## src/rtl/instruction_decode_status.sv

```systemverilog
// ---------------------------------------------------------------------------
// instruction_decode_status
//
// Purpose:
//   Holds the instruction register (IR) and the processor status register
//   (PSR) of the 16-bit core. Splits the IR into the opcode and register
//   fields used by the controller and datapath, builds the three immediate
//   variants, and evaluates the Bcond/Jcond condition code in IR[11:8]
//   against the registered PSR. The result gates the branch displacement:
//   a not-taken branch yields a displacement of 1, which steps PC past the
//   branch.
//
// Ports:
//   clock                        system clock, rising-edge active
//   reset                        asynchronous, active-high; clears all state
//   instruction_write_enable     load IR from instruction_read_data
//   instruction_read_data [15:0] memory read data for the IR load
//   status_write_enable          load PSR from alu_flags
//   alu_flags [4:0]              {C,L,F,Z,N} from the ALU
//   instruction_operation [3:0]  IR[15:12]
//   instruction_operation_extra  IR[7:4]
//   register_destination [3:0]   IR[11:8]
//   register_source [3:0]        IR[3:0]
//   immediate_sign_extended      sign-extended IR[7:0]
//   immediate_zero_extended      zero-extended IR[7:0]
//   immediate_upper              {IR[7:0], 8'h00}
//   immediate_sign_extended_cond sign-extended IR[7:0] if condition passes,
//                                otherwise 1
//   condition_pass               condition code IR[11:8] against the PSR
//   status [4:0]                 current PSR {C,L,F,Z,N}
//   instruction_valid            IR has been loaded at least once
//
// Optional feature (macro ILLEGAL_DETECT_EN):
//   illegal_instruction          sticky flag, set by the load of an
//                                illegal instruction
//   illegal_count [7:0]          number of illegal loads, saturating at FF
// ---------------------------------------------------------------------------
module instruction_decode_status #(
  parameter int                 WIDTH             = 16,
  parameter logic [WIDTH-1:0]   RESET_INSTRUCTION = 16'h0000
) (
  input  logic             clock,
  input  logic             reset,
  input  logic             instruction_write_enable,
  input  logic [WIDTH-1:0] instruction_read_data,
  input  logic             status_write_enable,
  input  logic [4:0]       alu_flags,
  output logic [3:0]       instruction_operation,
  output logic [3:0]       instruction_operation_extra,
  output logic [3:0]       register_destination,
  output logic [3:0]       register_source,
  output logic [WIDTH-1:0] immediate_sign_extended,
  output logic [WIDTH-1:0] immediate_zero_extended,
  output logic [WIDTH-1:0] immediate_upper,
  output logic [WIDTH-1:0] immediate_sign_extended_cond,
  output logic             condition_pass,
  output logic [4:0]       status,
  output logic             instruction_valid
`ifdef ILLEGAL_DETECT_EN
  ,
  output logic             illegal_instruction,
  output logic [7:0]       illegal_count
`endif
);

  logic [WIDTH-1:0] ir_q, ir_d;
  logic [4:0]       psr_q, psr_d;
  logic             valid_q, valid_d;

  // PSR bit positions follow the ALU flag bundle {C,L,F,Z,N}.
  logic flag_c, flag_l, flag_f, flag_z, flag_n;
  assign flag_c = psr_q[4];
  assign flag_l = psr_q[3];
  assign flag_f = psr_q[2];
  assign flag_z = psr_q[1];
  assign flag_n = psr_q[0];

  // Next-state for IR, PSR and the valid flag. Both registers may load on
  // the same edge; they are independent.
  always_comb begin
    ir_d    = ir_q;
    psr_d   = psr_q;
    valid_d = valid_q;
    if (instruction_write_enable) begin
      ir_d    = instruction_read_data;
      valid_d = 1'b1;
    end
    if (status_write_enable) begin
      psr_d = alu_flags;
    end
  end

  always_ff @(posedge clock or posedge reset) begin
    if (reset) begin
      ir_q    <= RESET_INSTRUCTION;
      psr_q   <= 5'b0;
      valid_q <= 1'b0;
    end else begin
      ir_q    <= ir_d;
      psr_q   <= psr_d;
      valid_q <= valid_d;
    end
  end

  // Field extraction.
  assign instruction_operation       = ir_q[15:12];
  assign register_destination        = ir_q[11:8];
  assign instruction_operation_extra = ir_q[7:4];
  assign register_source             = ir_q[3:0];

  assign immediate_sign_extended = {{(WIDTH-8){ir_q[7]}}, ir_q[7:0]};
  assign immediate_zero_extended = {{(WIDTH-8){1'b0}}, ir_q[7:0]};
  assign immediate_upper         = {ir_q[7:0], {(WIDTH-8){1'b0}}};

  // Condition evaluation uses only the registered PSR, so a flag update is
  // visible to a branch one cycle after the status write.
  always_comb begin
    condition_pass = 1'b0;
    case (ir_q[11:8])
      4'b0000: condition_pass = flag_z;
      4'b0001: condition_pass = ~flag_z;
      4'b0010: condition_pass = flag_c;
      4'b0011: condition_pass = ~flag_c;
      4'b0100: condition_pass = flag_l;
      4'b0101: condition_pass = ~flag_l;
      4'b0110: condition_pass = flag_n;
      4'b0111: condition_pass = ~flag_n;
      4'b1000: condition_pass = flag_f;
      4'b1001: condition_pass = ~flag_f;
      4'b1010: condition_pass = ~flag_l & ~flag_z;
      4'b1011: condition_pass = flag_l | flag_z;
      4'b1100: condition_pass = ~flag_n & ~flag_z;
      4'b1101: condition_pass = flag_n | flag_z;
      4'b1110: condition_pass = 1'b1;
      4'b1111: condition_pass = 1'b0;
      default: condition_pass = 1'b0;
    endcase
  end

  // A failed condition yields displacement 1 so PC simply moves on.
  assign immediate_sign_extended_cond = condition_pass ? immediate_sign_extended
                                                       : {{(WIDTH-1){1'b0}}, 1'b1};

  assign status            = psr_q;
  assign instruction_valid = valid_q;

`ifdef ILLEGAL_DETECT_EN
  localparam logic [3:0] OP_RTYPE  = 4'b0000;
  localparam logic [3:0] OP_MEMORY = 4'b0100;
  localparam logic [3:0] OP_LSH    = 4'b1000;

  logic       illegal_q, illegal_d;
  logic [7:0] count_q, count_d;
  logic       load_is_illegal;

  // Classify the word being loaded so the flag and count update on the
  // very edge that loads the offending instruction.
  always_comb begin
    load_is_illegal = 1'b0;
    case (instruction_read_data[15:12])
      4'b0110, 4'b0111, 4'b1010, 4'b1110: load_is_illegal = 1'b1;
      OP_RTYPE: begin
        case (instruction_read_data[7:4])
          4'b0101, 4'b1001, 4'b1011, 4'b0001,
          4'b0010, 4'b0011, 4'b1101: load_is_illegal = 1'b0;
          default:                   load_is_illegal = 1'b1;
        endcase
      end
      OP_LSH: begin
        case (instruction_read_data[7:4])
          4'b0100, 4'b0000, 4'b0001: load_is_illegal = 1'b0;
          default:                   load_is_illegal = 1'b1;
        endcase
      end
      OP_MEMORY: begin
        case (instruction_read_data[7:4])
          4'b0000, 4'b0100, 4'b1100, 4'b1000: load_is_illegal = 1'b0;
          default:                            load_is_illegal = 1'b1;
        endcase
      end
      default: load_is_illegal = 1'b0;
    endcase
  end

  // Sticky flag plus saturating counter of illegal loads.
  always_comb begin
    illegal_d = illegal_q;
    count_d   = count_q;
    if (instruction_write_enable && load_is_illegal) begin
      illegal_d = 1'b1;
      if (count_q != 8'hFF) begin
        count_d = count_q + 8'd1;
      end
    end
  end

  always_ff @(posedge clock or posedge reset) begin
    if (reset) begin
      illegal_q <= 1'b0;
      count_q   <= 8'd0;
    end else begin
      illegal_q <= illegal_d;
      count_q   <= count_d;
    end
  end

  assign illegal_instruction = illegal_q;
  assign illegal_count       = count_q;
`endif

endmodule

```

## config.mk

```make
export PLATFORM = sky130hd
export DESIGN_NAME = instruction_decode_status
export DESIGN_NICKNAME = d
export VERILOG_FILES = /design/src/rtl/instruction_decode_status.sv
export SDC_FILE = /design/constraint.sdc
export NUM_CORES = 1
export LEC_CHECK = 0
export ABC_AREA = 1
export CORE_AREA = 2 2 73 75
export DETAILED_ROUTE_END_ITERATION = 8
export DIE_AREA = 0 0 75 77
export PLACE_DENSITY = 0.75
export SYNTH_ARGS = -nofsm -noshare
export SYNTH_HDL_FRONTEND = slang
export SYNTH_SLANG_ARGS = --single-unit
```

## constraint.sdc

```tcl
create_clock -name clock -period 1.8 [get_ports clock]
set_input_delay 0.36 -clock clock [delete_from_list [all_inputs] [get_ports clock]]
set_output_delay 0.36 -clock clock [all_outputs]
set_load 0.01 [all_outputs]
```

Run 1, placed cells, one color a class:
Drawn at 6 px/um.
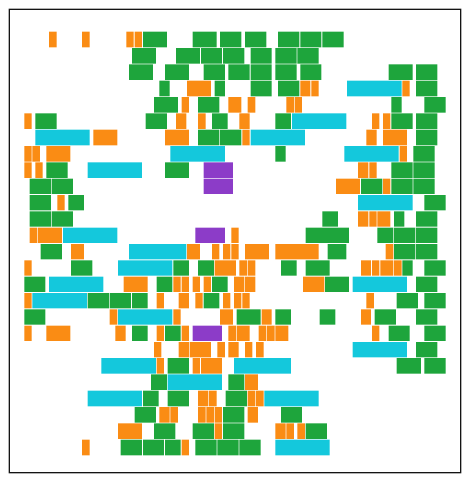
| class | color | cells | share of their area |
|---|---|---|---|
| clock drivers and dummy loads | purple | 4 | 2.3% |
| remaining buffers and delay cells | green | 118 | 48% |
| sequential cells | cyan | 22 | 24% |
| combinational and other logic | orange | 117 | 26% |
Core ar.: 4980 sq um
final core occ: 0.488
Cell Rows: 26
sequential share of cell area: 0.227
cell area after layout: 2430 sq um

Run 1, sizing map:
Drawn at 4 px/um.
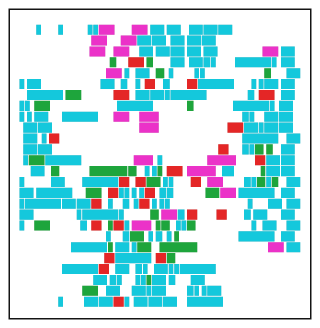
| size | color | cells |
|---|---|---|
| _6 and larger | magenta | 19 |
| _3 and _4 cells | red | 25 |
| _2 cells | green | 34 |
| _0 and _1 cells | cyan | 183 |

Run 1, signal metal coverage by tile:
Drawn at 4 px/um. 15 x 15 tiles, from dark purple (low) to yellow (high), scaled to the fullest tile. Values are wire area over tile area, all layers added.
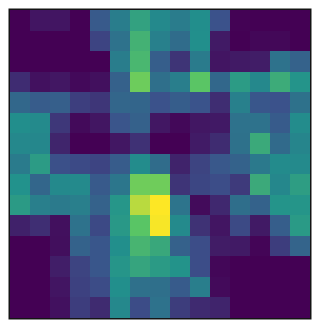
mean over tiles: 0.11
fullest tile: 0.41
tiles over half the peak: 14%
nearly empty tiles: 20%

==> impl_metrics.yaml, run 1 <==
# generated from flow reports
status:
  status: "finished, violations left"
  violations: "setup timing"
floorplanning:
  die_y_um: 77
  fp_util: 0.294
  die_x_um: 75
critical_path:
  end_kind: "output port"
  cp_slowest_cell: "dfrtp_2"
  rr_endpoint: "ir_q[11]"
synth:
  edf_count: 0
  yosysWarnings: 0
  ys_sh_adder: 0
  synth_area_sq_um: 1460
clocking:
  cts_setup_buffers: 4
  cts_tree: "done"
  hold_buffers: 0
  cts_root_buffer: "clkbuf_8"
  cts_sinks: 22
  cts_made_buffers: 3
routing:
  met1_length_mm: 1.44
  met3_length_um: 280
  route.detailed.drc: 0
final_layout:
  lay_top_count: "clkdlybuf4s50_1"
  layout_top_cells: "clkdlybuf4s50_1 (77), nand2_1 (33), dfrtp_1 (20), buf_4 (20), conb_1 (16)"
final_timing:
  whs_ps: 426
  fin_crit_sh: 1.16
  setup_violations: 17
  setup_slack_ps: -283
  max_freq_mhz: 480
placement:
  port_buffers: 95
power_and_ir_drop:
  pwr-share-clk: 0.202
  power_mw: 1.78
global_routing:
  grt_pass1_wl_mm: 5.78
  met1_usage: 0.146
  grt-busiest-layer: "met2"
worst_hold_path:
  hold_class: "in2async"
[run 1: worst max-delay path: cells and delay by family, from the launching register on]
kind / cells / cell delay, ps
AND/OR/NAND/NOR: 9 / 580
buffers and inverters: 4 / 440
flip-flops: 1 / 440
[run 1: registers in the layout, summed over array words and instances, names as in the netlist]
name               count
status                 5
ir_q                  16
instruction_valid      1
[run 1: per-stage QoR]
stage          setup WS, ps  area (sq um)  setup TNS [ps]
3_5_place_dp           -404          2240           -5890
4_1_cts                -289          2380           -4280
3_3_place_gp           -344          2240           -5080
2_1_floorplan          68.7          1530               0
6_report               -283          2430           -4400
5_1_grt                -392          2430           -6210
[run 1: layout make-up]
class                   count  area [sq um]
clock buffers               4          55.1
fillers                   476          2550
inverters                  18          67.6
multi-input cells          99           542
flip-flops and latches     22           553
well taps                  70          87.6
repair buffers            118          1130
Run 1, clock wiring as the flow saved it:
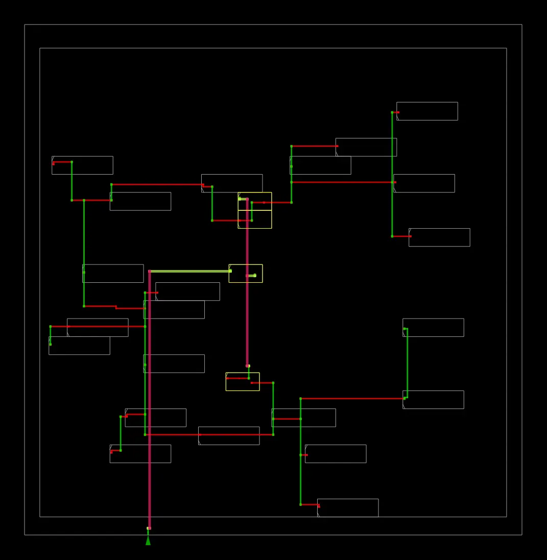

==> run 2, diff against run 1 <==
--- a/config.mk
+++ b/config.mk
@@ -6,10 +6,11 @@
 export NUM_CORES = 1
 export LEC_CHECK = 0
 export ABC_AREA = 1
-export CORE_AREA = 2 2 73 75
+export CORE_AREA = 2 2 61 91
 export DETAILED_ROUTE_END_ITERATION = 8
-export DIE_AREA = 0 0 75 77
-export PLACE_DENSITY = 0.75
+export DIE_AREA = 0 0 63 93
+export PLACE_DENSITY = 0.73
+export RECOVER_POWER = 50
 export SYNTH_ARGS = -nofsm -noshare
 export SYNTH_HDL_FRONTEND = slang
 export SYNTH_SLANG_ARGS = --single-unit
Run 2, clock wiring as the flow saved it:
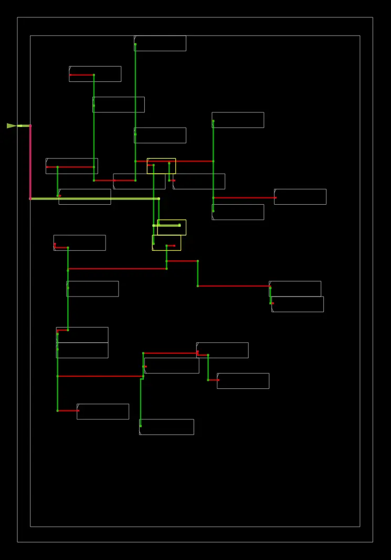
total clock sinks: 22
flop count: 22
Num CTS Buffers: 3
number of clock buffers in the layout: 3

Run 2, sizing map:
Drawn at 3 px/um.
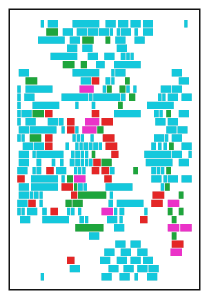
| size | color | cells |
|---|---|---|
| _0 and _1 cells | cyan | 193 |
| _6 and larger | magenta | 9 |
| _2 cells | green | 32 |
| _3 and _4 cells | red | 26 |
Non-CTS buffers: 118
worst setup margin: -235 ps
Syn-to-layout area delta: 59.5%
cell area after layout: 2330 sq um

Run 2, signal metal coverage by tile:
Drawn at 4 px/um. 13 x 19 tiles, from dark purple (low) to yellow (high), scaled to the fullest tile. Values are wire area over tile area, all layers added.
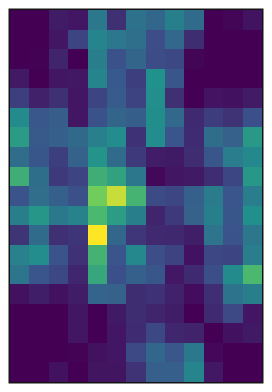
tiles over half the peak: 7.3%
nearly empty tiles: 17%
fullest tile: 0.45
mean over tiles: 0.10

==> run 2 against run 1 <==
  * The flow still finishes with violations (setup timing)
  * Sequential power barely moved
  * First-iteration DRC count down 15%
  * Register-to-register slack worse by 40 ps
  * Fmax grew 2.4%
  * Largest cell class unchanged
  * Largest power group unchanged
==> impl_metrics.yaml, run 2 <==
# generated from flow reports
status:
  status: "finished, violations left"
  violations: "setup timing"
global_routing:
  grt-busiest-layer: "met2"
  grt_pass1_wl_mm: 5.73
floorplanning:
  taps: 68
  core-area_sq_um: 5080
  die_y_um: 93
  die_x_um: 63
final_timing:
  setup_violations: 17
  setup_slack_ps: -235
final_layout:
  layout.nonclk_buf_frac: 0.454
  clock_cell_area_share: 0.0177
  utilization: 0.459
  seq_area_sq_um: 553
  comb_share: 0.224
  largest_reg_flops: 16
  comb_cells: 99
  layout_top_cells: "clkdlybuf4s50_1 (69), nand2_1 (33), dfrtp_1 (20), buf_4 (18), conb_1 (16)"
  top_area_cell_class: "buffers"
  seq_share: 0.237
clocking:
  cts_setup_buffers: 4
  hold_buffers: 0
critical_path:
  end_kind: "output port"
  worst-path-buf-inv: 2
routing:
  met3_length_um: 296
synth:
  edf_count: 0
  yosysWarnings: 0
placement:
  port_buffers: 95
run 2: metrics by stage:
stage	hold WS [ps]	area, sq um
2_1_floorplan	349	1530
3_5_place_dp	458	2260
5_1_grt	489	2330
6_report	470	2330
3_3_place_gp	452	2260
4_1_cts	448	2310
run 2: final timing paths:
path / slack [ps] / depth (start not counted) / end
setup reg to reg: 870 / 2 / ir_q[11]
hold / removal: 470 / 1 / instruction_valid
max in group asynchronous: 730 / 3 / ir_q[8]
hold reg to reg: 470 / 1 / instruction_valid
setup / recovery: -240 / 9 / immediate_sign_extended_cond[15]
min in group asynchronous: 670 / 3 / status[3]
run 2: logic make-up after synthesis:
kind of cell	count (synthesis)	synth area share
other	1	0.00256
AOI/OAI and AO/OA	15	0.0513
muxes	6	0.0462
DFF	22	0.376
and+or+nand+nor	60	0.171
buffers and inverters	79	0.352
==> run 3, diff against run 2 <==
--- a/config.mk
+++ b/config.mk
@@ -9,6 +9,7 @@
 export CORE_AREA = 2 2 61 91
 export DETAILED_ROUTE_END_ITERATION = 8
 export DIE_AREA = 0 0 63 93
+export HOLD_SLACK_MARGIN = 0.03
 export PLACE_DENSITY = 0.73
 export RECOVER_POWER = 50
 export SYNTH_ARGS = -nofsm -noshare
Run 3, clock wiring as the flow saved it:
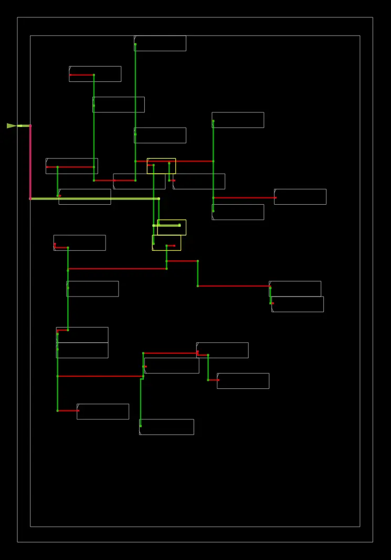
clk_skew: 0 ps
Worst-Skew Late Latency: 250 ps
P_clk: 0.307 mW

Run 3, signal metal coverage by tile:
Drawn at 4 px/um. 13 x 19 tiles, from dark purple (low) to yellow (high), scaled to the fullest tile. Values are wire area over tile area, all layers added.
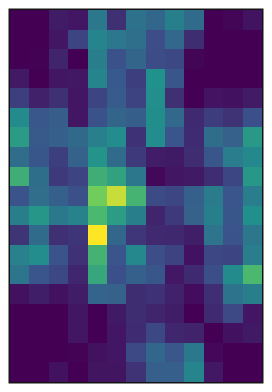
nearly empty tiles: 17%
fullest tile: 0.45
tiles over half the peak: 7.3%
mean over tiles: 0.10
vias: 1,319
WL/cell: 10.9 um
total routed wirelength: 3.57 mm

Run 3, sizing map:
Drawn at 3 px/um.
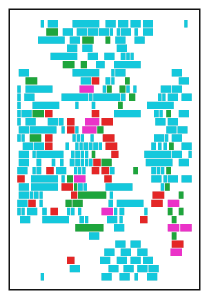
| size | color | cells |
|---|---|---|
| _0 and _1 cells | cyan | 193 |
| _6 and larger | magenta | 9 |
| _3 and _4 cells | red | 26 |
| _2 cells | green | 32 |

==> run 3 against run 2 <==
  * Core utilization unchanged
  * Sequential power is essentially flat
  * The flow still finishes with violations (setup timing)
  * Hold slack did not move
  * Non-clock buffer count is the same
  * Final cell count did not move
==> impl_metrics.yaml, run 3 <==
# generated from flow reports
synth:
  simple_gate_area_frac: 0.171
  edf_count: 0
  synth_area_sq_um: 1460
  ys_sh_mux: 0.0462
floorplanning:
  die_x_um: 63
final_timing:
  max_freq_mhz: 491
  setup_slack_ps: -235
  setup_violations: 17
status:
  violations: "setup timing"
  status: "finished, violations left"
final_layout:
  clkbuf_count: 3
  comb_share: 0.224
  buffers_excl_clock: 118
  ff_count: 22
clocking:
  cts_setup_buffers: 4
  cts_sinks: 22
  hold_buffers: 0
  cts_root_buffer: "clkbuf_8"
worst_hold_path:
  hold_class: "reg2reg"
critical_path:
  cp_slowest_cell: "dfrtp_2"
  endpoint: "immediate_sign_extended_cond[15]"
placement:
  port_buffers: 95
-- run 3: cell counts after synthesis --
No cell type changed its count.
-- run 3: layer usage --
layer | vias to the layer above | share of wire | track usage
li1 | 642 | - | -
met1 | 597 | 0.36 | 0.120
met2 | 74 | 0.54 | 0.236
met3 | 6 | 0.083 | 0.0301
met4 | 0 | 0.017 | 0.0407
met5 | - | 0 | 0
-- run 3: how the worst min path moves through the flow --
stage,to,depth (start not counted),startpoint,slack (ps)
floorplan,instruction_valid,1,reset,350
global placement,instruction_valid,1,instruction_valid,450
detailed placement,instruction_valid,1,instruction_valid,460
CTS,ir_q[5],3,reset,450
global route,instruction_valid,1,instruction_valid,490
finish,instruction_valid,1,instruction_valid,470

==> notes/layouts.md <==
Pictures saved along the way, in no particular order.

M3 wires.
Drawn at 4 px/um.
picture 1
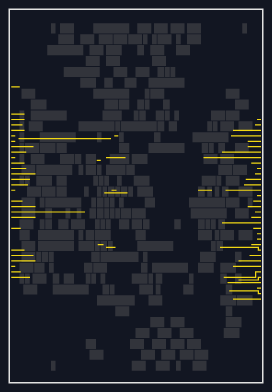
picture 2
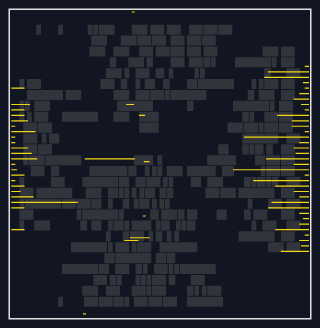
- run 1 = picture 2
- run 3 = picture 1

Key to picture 1:
wire length on this layer: 296 um
nets with wire on the layer: 67
main direction: horizontal
share of all routed wire: 8.3%

Power figures rest on the tool's default switching activity, not on a simulated workload.
